### config.mk
export PLATFORM = sky130hd
export DESIGN_NAME = bias_accumulate_stage
export DESIGN_NICKNAME = d
export VERILOG_FILES = /design/src/rtl/bias_accumulate_stage_pkg.sv /design/src/rtl/bias_accumulate_stage_lane.sv /design/src/rtl/bias_accumulate_stage.sv
export SDC_FILE = /design/constraint.sdc
export NUM_CORES = 2
export LEC_CHECK = 0
export CORE_UTILIZATION = 25
export CTS_CLUSTER_SIZE = 20
export DETAILED_ROUTE_END_ITERATION = 8
export GPL_ROUTABILITY_DRIVEN = 0
export SLEW_MARGIN = 20
export SYNTH_ARGS = -nofsm -noshare
export SYNTH_HDL_FRONTEND = slang
export SYNTH_SLANG_ARGS = --single-unit
export TNS_END_PERCENT = 50
### constraint.sdc
create_clock -name clk -period 10.08 [get_ports clk]
set_clock_uncertainty 0.15 [all_clocks]
set_input_delay 1.512 -clock clk [delete_from_list [all_inputs] [get_ports clk]]
set_output_delay 1.512 -clock clk [all_outputs]
set_load 0.01 [all_outputs]
### src/rtl/bias_accumulate_stage_pkg.sv
// Shared definitions for the bias/accumulate stage: default widths, activation
// saturation bounds, FSM state encoding and a generic signed clamp helper.
package bias_accumulate_stage_pkg;

  localparam int BAS_ACC_W  = 24;
  localparam int BAS_DATA_W = 18;

  // Activation format limits for the default DATA_W.
  localparam logic signed [BAS_DATA_W-1:0] BAS_DATA_MAX = {1'b0, {(BAS_DATA_W-1){1'b1}}};
  localparam logic signed [BAS_DATA_W-1:0] BAS_DATA_MIN = {1'b1, {(BAS_DATA_W-1){1'b0}}};

  typedef enum logic {
    ST_ACC  = 1'b0,
    ST_FULL = 1'b1
  } state_e;

  // Clamp a 64-bit signed value into the signed range of a w-bit word.
  // The result stays 64 bits wide so callers can compare it against the input
  // to detect that clamping happened.
  function automatic logic signed [63:0] sat_signed(input logic signed [63:0] v, input int w);
    logic signed [63:0] hi;
    logic signed [63:0] lo;
    hi = (64'sd1 <<< (w - 1)) - 64'sd1;
    lo = -(64'sd1 <<< (w - 1));
    if (v > hi)
      return hi;
    else if (v < lo)
      return lo;
    else
      return v;
  endfunction

endpackage

### src/rtl/bias_accumulate_stage_lane.sv
// Single-lane accumulator: running sum over tiles with ACC_W saturation, then
// final add of the bias and clamp to the activation format.
// Optional feature macro: BIAS_ACC_RELU_EN (clamp negative results to zero).
module bias_lane_acc
  import bias_accumulate_stage_pkg::*;
#(
  parameter int DATA_W = BAS_DATA_W,
  parameter int ACC_W  = BAS_ACC_W
) (
  input  logic              clk_i,
  input  logic              rst_n_i,
  input  logic              accept_i,
  input  logic              first_i,
  input  logic              last_i,
  input  logic [DATA_W-1:0] psum_i,
  input  logic [DATA_W-1:0] bias_i,
  output logic [DATA_W-1:0] res_o,
  output logic              sat_o
);

  logic signed [ACC_W-1:0]  acc_q, acc_d;
  logic                     acc_sat_q, acc_sat_d;
  logic signed [ACC_W-1:0]  base;
  logic                     base_sat;
  logic signed [ACC_W:0]    sum_run;
  logic signed [ACC_W:0]    sum_fin;
  logic signed [63:0]       run_wide, run_clamp;
  logic signed [63:0]       fin_wide, fin_clamp;
  logic                     out_sat;
  logic signed [DATA_W-1:0] res_sat;

  // Running sum and final result; the first tile ignores whatever acc holds.
  always_comb begin
    base      = first_i ? '0 : acc_q;
    base_sat  = first_i ? 1'b0 : acc_sat_q;
    sum_run   = {base[ACC_W-1], base} + {{(ACC_W+1-DATA_W){psum_i[DATA_W-1]}}, psum_i};
    sum_fin   = sum_run + {{(ACC_W+1-DATA_W){bias_i[DATA_W-1]}}, bias_i};
    run_wide  = {{(63-ACC_W){sum_run[ACC_W]}}, sum_run};
    fin_wide  = {{(63-ACC_W){sum_fin[ACC_W]}}, sum_fin};
    run_clamp = sat_signed(run_wide, ACC_W);
    fin_clamp = sat_signed(fin_wide, DATA_W);
    acc_d     = run_clamp[ACC_W-1:0];
    acc_sat_d = base_sat | (run_clamp != run_wide);
    out_sat   = (fin_clamp != fin_wide);
    res_sat   = fin_clamp[DATA_W-1:0];
`ifdef BIAS_ACC_RELU_EN
    res_o     = res_sat[DATA_W-1] ? '0 : res_sat;
`else
    res_o     = res_sat;
`endif
    // ReLU is applied after this flag is formed, so it never contributes.
    sat_o     = base_sat | out_sat;
  end

  // Accumulator only advances on non-final beats; the final beat feeds the
  // output register directly and the next first beat restarts from zero.
  always_ff @(posedge clk_i or negedge rst_n_i) begin
    if (!rst_n_i) begin
      acc_q     <= '0;
      acc_sat_q <= 1'b0;
    end else if (accept_i && !last_i) begin
      acc_q     <= acc_d;
      acc_sat_q <= acc_sat_d;
    end
  end

endmodule

### src/rtl/bias_accumulate_stage.sv
// Bias/accumulate stage top: tile counter, ACC/FULL handshake FSM and the
// registered output vector. Lanes are bias_lane_acc instances.
// Optional feature macro: BIAS_ACC_RELU_EN (handled inside each lane).
//
// state   | meaning
// ST_ACC  | collecting partial-sum beats, output register empty
// ST_FULL | output register holds a result awaiting act_ready
module bias_accumulate_stage
  import bias_accumulate_stage_pkg::*;
#(
  parameter int N_adder_tree = 16,
  parameter int DATA_W       = BAS_DATA_W,
  parameter int ACC_W        = BAS_ACC_W,
  parameter int N_TILES      = 4
) (
  input  logic                           clk,
  input  logic                           rst_n,
  input  logic [N_adder_tree*DATA_W-1:0] psum_in,
  input  logic                           psum_valid,
  output logic                           psum_ready,
  input  logic [N_adder_tree*DATA_W-1:0] bias_in,
  output logic [N_adder_tree*DATA_W-1:0] act_out,
  output logic                           act_valid,
  input  logic                           act_ready,
  output logic                           sat_flag
);

  localparam int CNT_W = (N_TILES > 1) ? $clog2(N_TILES) : 1;
  localparam logic [CNT_W-1:0] LAST_CNT = CNT_W'(N_TILES - 1);

  state_e                           state_q, state_d;
  logic [CNT_W-1:0]                 tile_cnt_q, tile_cnt_d;
  logic [N_adder_tree*DATA_W-1:0]   act_q;
  logic                             sat_q;
  logic                             accept;
  logic                             first_beat;
  logic                             last_beat;
  logic [N_adder_tree*DATA_W-1:0]   lane_res;
  logic [N_adder_tree-1:0]          lane_sat;

  // A drain and a new beat may share a cycle, so ready looks only at act_ready.
  assign psum_ready = (state_q == ST_ACC) || act_ready;
  assign accept     = psum_valid && psum_ready;
  assign first_beat = (tile_cnt_q == '0);
  assign last_beat  = (tile_cnt_q == LAST_CNT);

  for (genvar i = 0; i < N_adder_tree; i++) begin : g_lane
    bias_lane_acc #(
      .DATA_W (DATA_W),
      .ACC_W  (ACC_W)
    ) u_lane (
      .clk_i    (clk),
      .rst_n_i  (rst_n),
      .accept_i (accept),
      .first_i  (first_beat),
      .last_i   (last_beat),
      .psum_i   (psum_in[DATA_W*i +: DATA_W]),
      .bias_i   (bias_in[DATA_W*i +: DATA_W]),
      .res_o    (lane_res[DATA_W*i +: DATA_W]),
      .sat_o    (lane_sat[i])
    );
  end

  // Next tile count and FSM state; a final beat always (re)fills the output.
  always_comb begin
    tile_cnt_d = tile_cnt_q;
    state_d    = state_q;
    if (accept)
      tile_cnt_d = last_beat ? '0 : tile_cnt_q + 1'b1;
    if (accept && last_beat)
      state_d = ST_FULL;
    else if ((state_q == ST_FULL) && act_ready)
      state_d = ST_ACC;
  end

  // State, counter and output register.
  always_ff @(posedge clk or negedge rst_n) begin
    if (!rst_n) begin
      state_q    <= ST_ACC;
      tile_cnt_q <= '0;
      act_q      <= '0;
      sat_q      <= 1'b0;
    end else begin
      state_q    <= state_d;
      tile_cnt_q <= tile_cnt_d;
      if (accept && last_beat) begin
        act_q <= lane_res;
        sat_q <= |lane_sat;
      end
    end
  end

  assign act_out   = act_q;
  assign act_valid = (state_q == ST_FULL);
  assign sat_flag  = sat_q && (state_q == ST_FULL);

endmodule

==> results.txt <==
Physical implementation.

- Per the GRT congestion report, total overflow comes to 0.
- The placeable core region is 0.280 mm².
- The horizontal die dimension reported for this design is 534 µm.
- Per the synth log, the flip-flop and latch total comes to 692.
- Summed over all nets, wire length on met3 after detailed routing comes to 17.5 mm.
- The mean instance size in the synthesized netlist is 8.07 µm².
- The tally of max-capacitance violations is 0.
- The violation tally recorded at the end of detailed-routing iteration 0 is 4,269.
- The required time of the critical path is 10.63 ns.
- In the setup report, the worst path falls into the class reg -> reg.
- After layout, the worst setup slack is 1.10 ns.
- The Yosys step of the flow raised 0 warnings.
- The TritonCTS clock tree is yes.
- The end-of-flow timing check tallies setup violations at 0.
- The flow ran to the end, and the final reports show no timing, DRC or antenna violations.
- For this design, the CTS-stage hold fixing added 0 buffers.
- The minimum setup slack after placement is 0.287 ns.
- The maximum fanout along the worst path is 46.
- In the detailed route, the total length drawn on met2 is 118 mm.
- Leaving out the clock tree, the finished layout contains an inverter count of 269.
- The buffer count excluding the clock tree in the final layout is 978.
- 871 I/O pins were placed.
- The top metal layer carrying routed signals is met5.
- The number of placed instances with taps included is 13,100.
- Counting flops with a built-in enable in the synthesized netlist gives 0.
- The DRC violation count after routing is 0.
- Checking max transition, the worst relative margin is 15.3%.
flip-flops by register name, indices dropped and copies added, names as in the netlist:
register and cells:
g_lane.u_lane.acc_q 384, act_out 288, g_lane.u_lane.acc_sat_q 16, tile_cnt_q 2
act_valid 1, sat_q 1
worst max-delay path, delay by kind of cell (launching register included):
kind / cells / cell delay (ns)
compound gates: 14 / 3.21
simple gates: 10 / 1.95
fa+ha+maj: 4 / 1.62
buf+inv: 4 / 0.78
xor+xnor: 2 / 0.63
flops: 1 / 0.41
through the flow:
step                      instance area, µm²
after floorplan                        70700
after global placement                 83900
after detailed placement               83900
after CTS                              87600
after global routing                   87600
final                                  87700
==> images/floorplan.png <==
Bar = 200 µm. Pins as bars on the die edge.
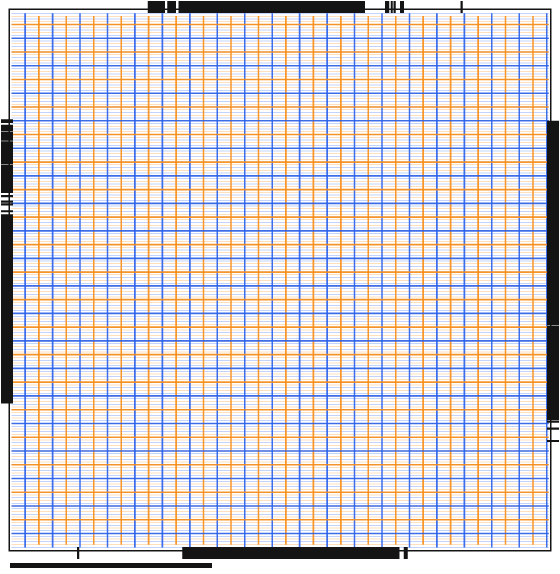
[VDD] orange
[VSS] blue
met1 rails: 195
met5 straps: 38
met4 straps: 39
signal pins: 871

==> images/class_map.png <==
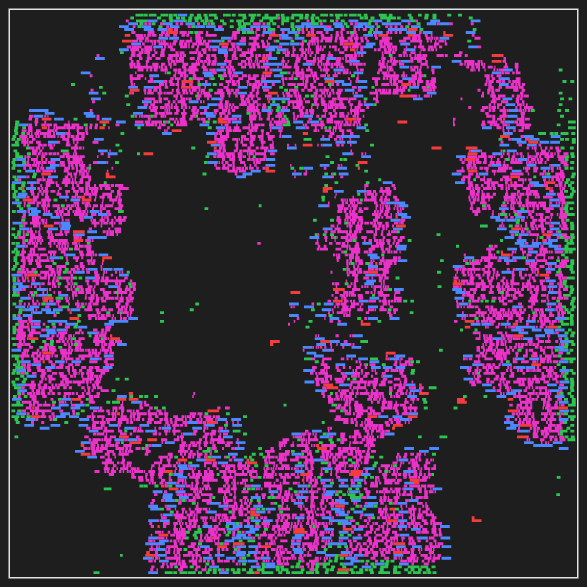
[remaining logic cells] magenta | cells: 7,724
[registers] blue | cells: 692
[remaining buffers and delay cells] green | cells: 978
[clock drivers and dummy loads] red | cells: 189

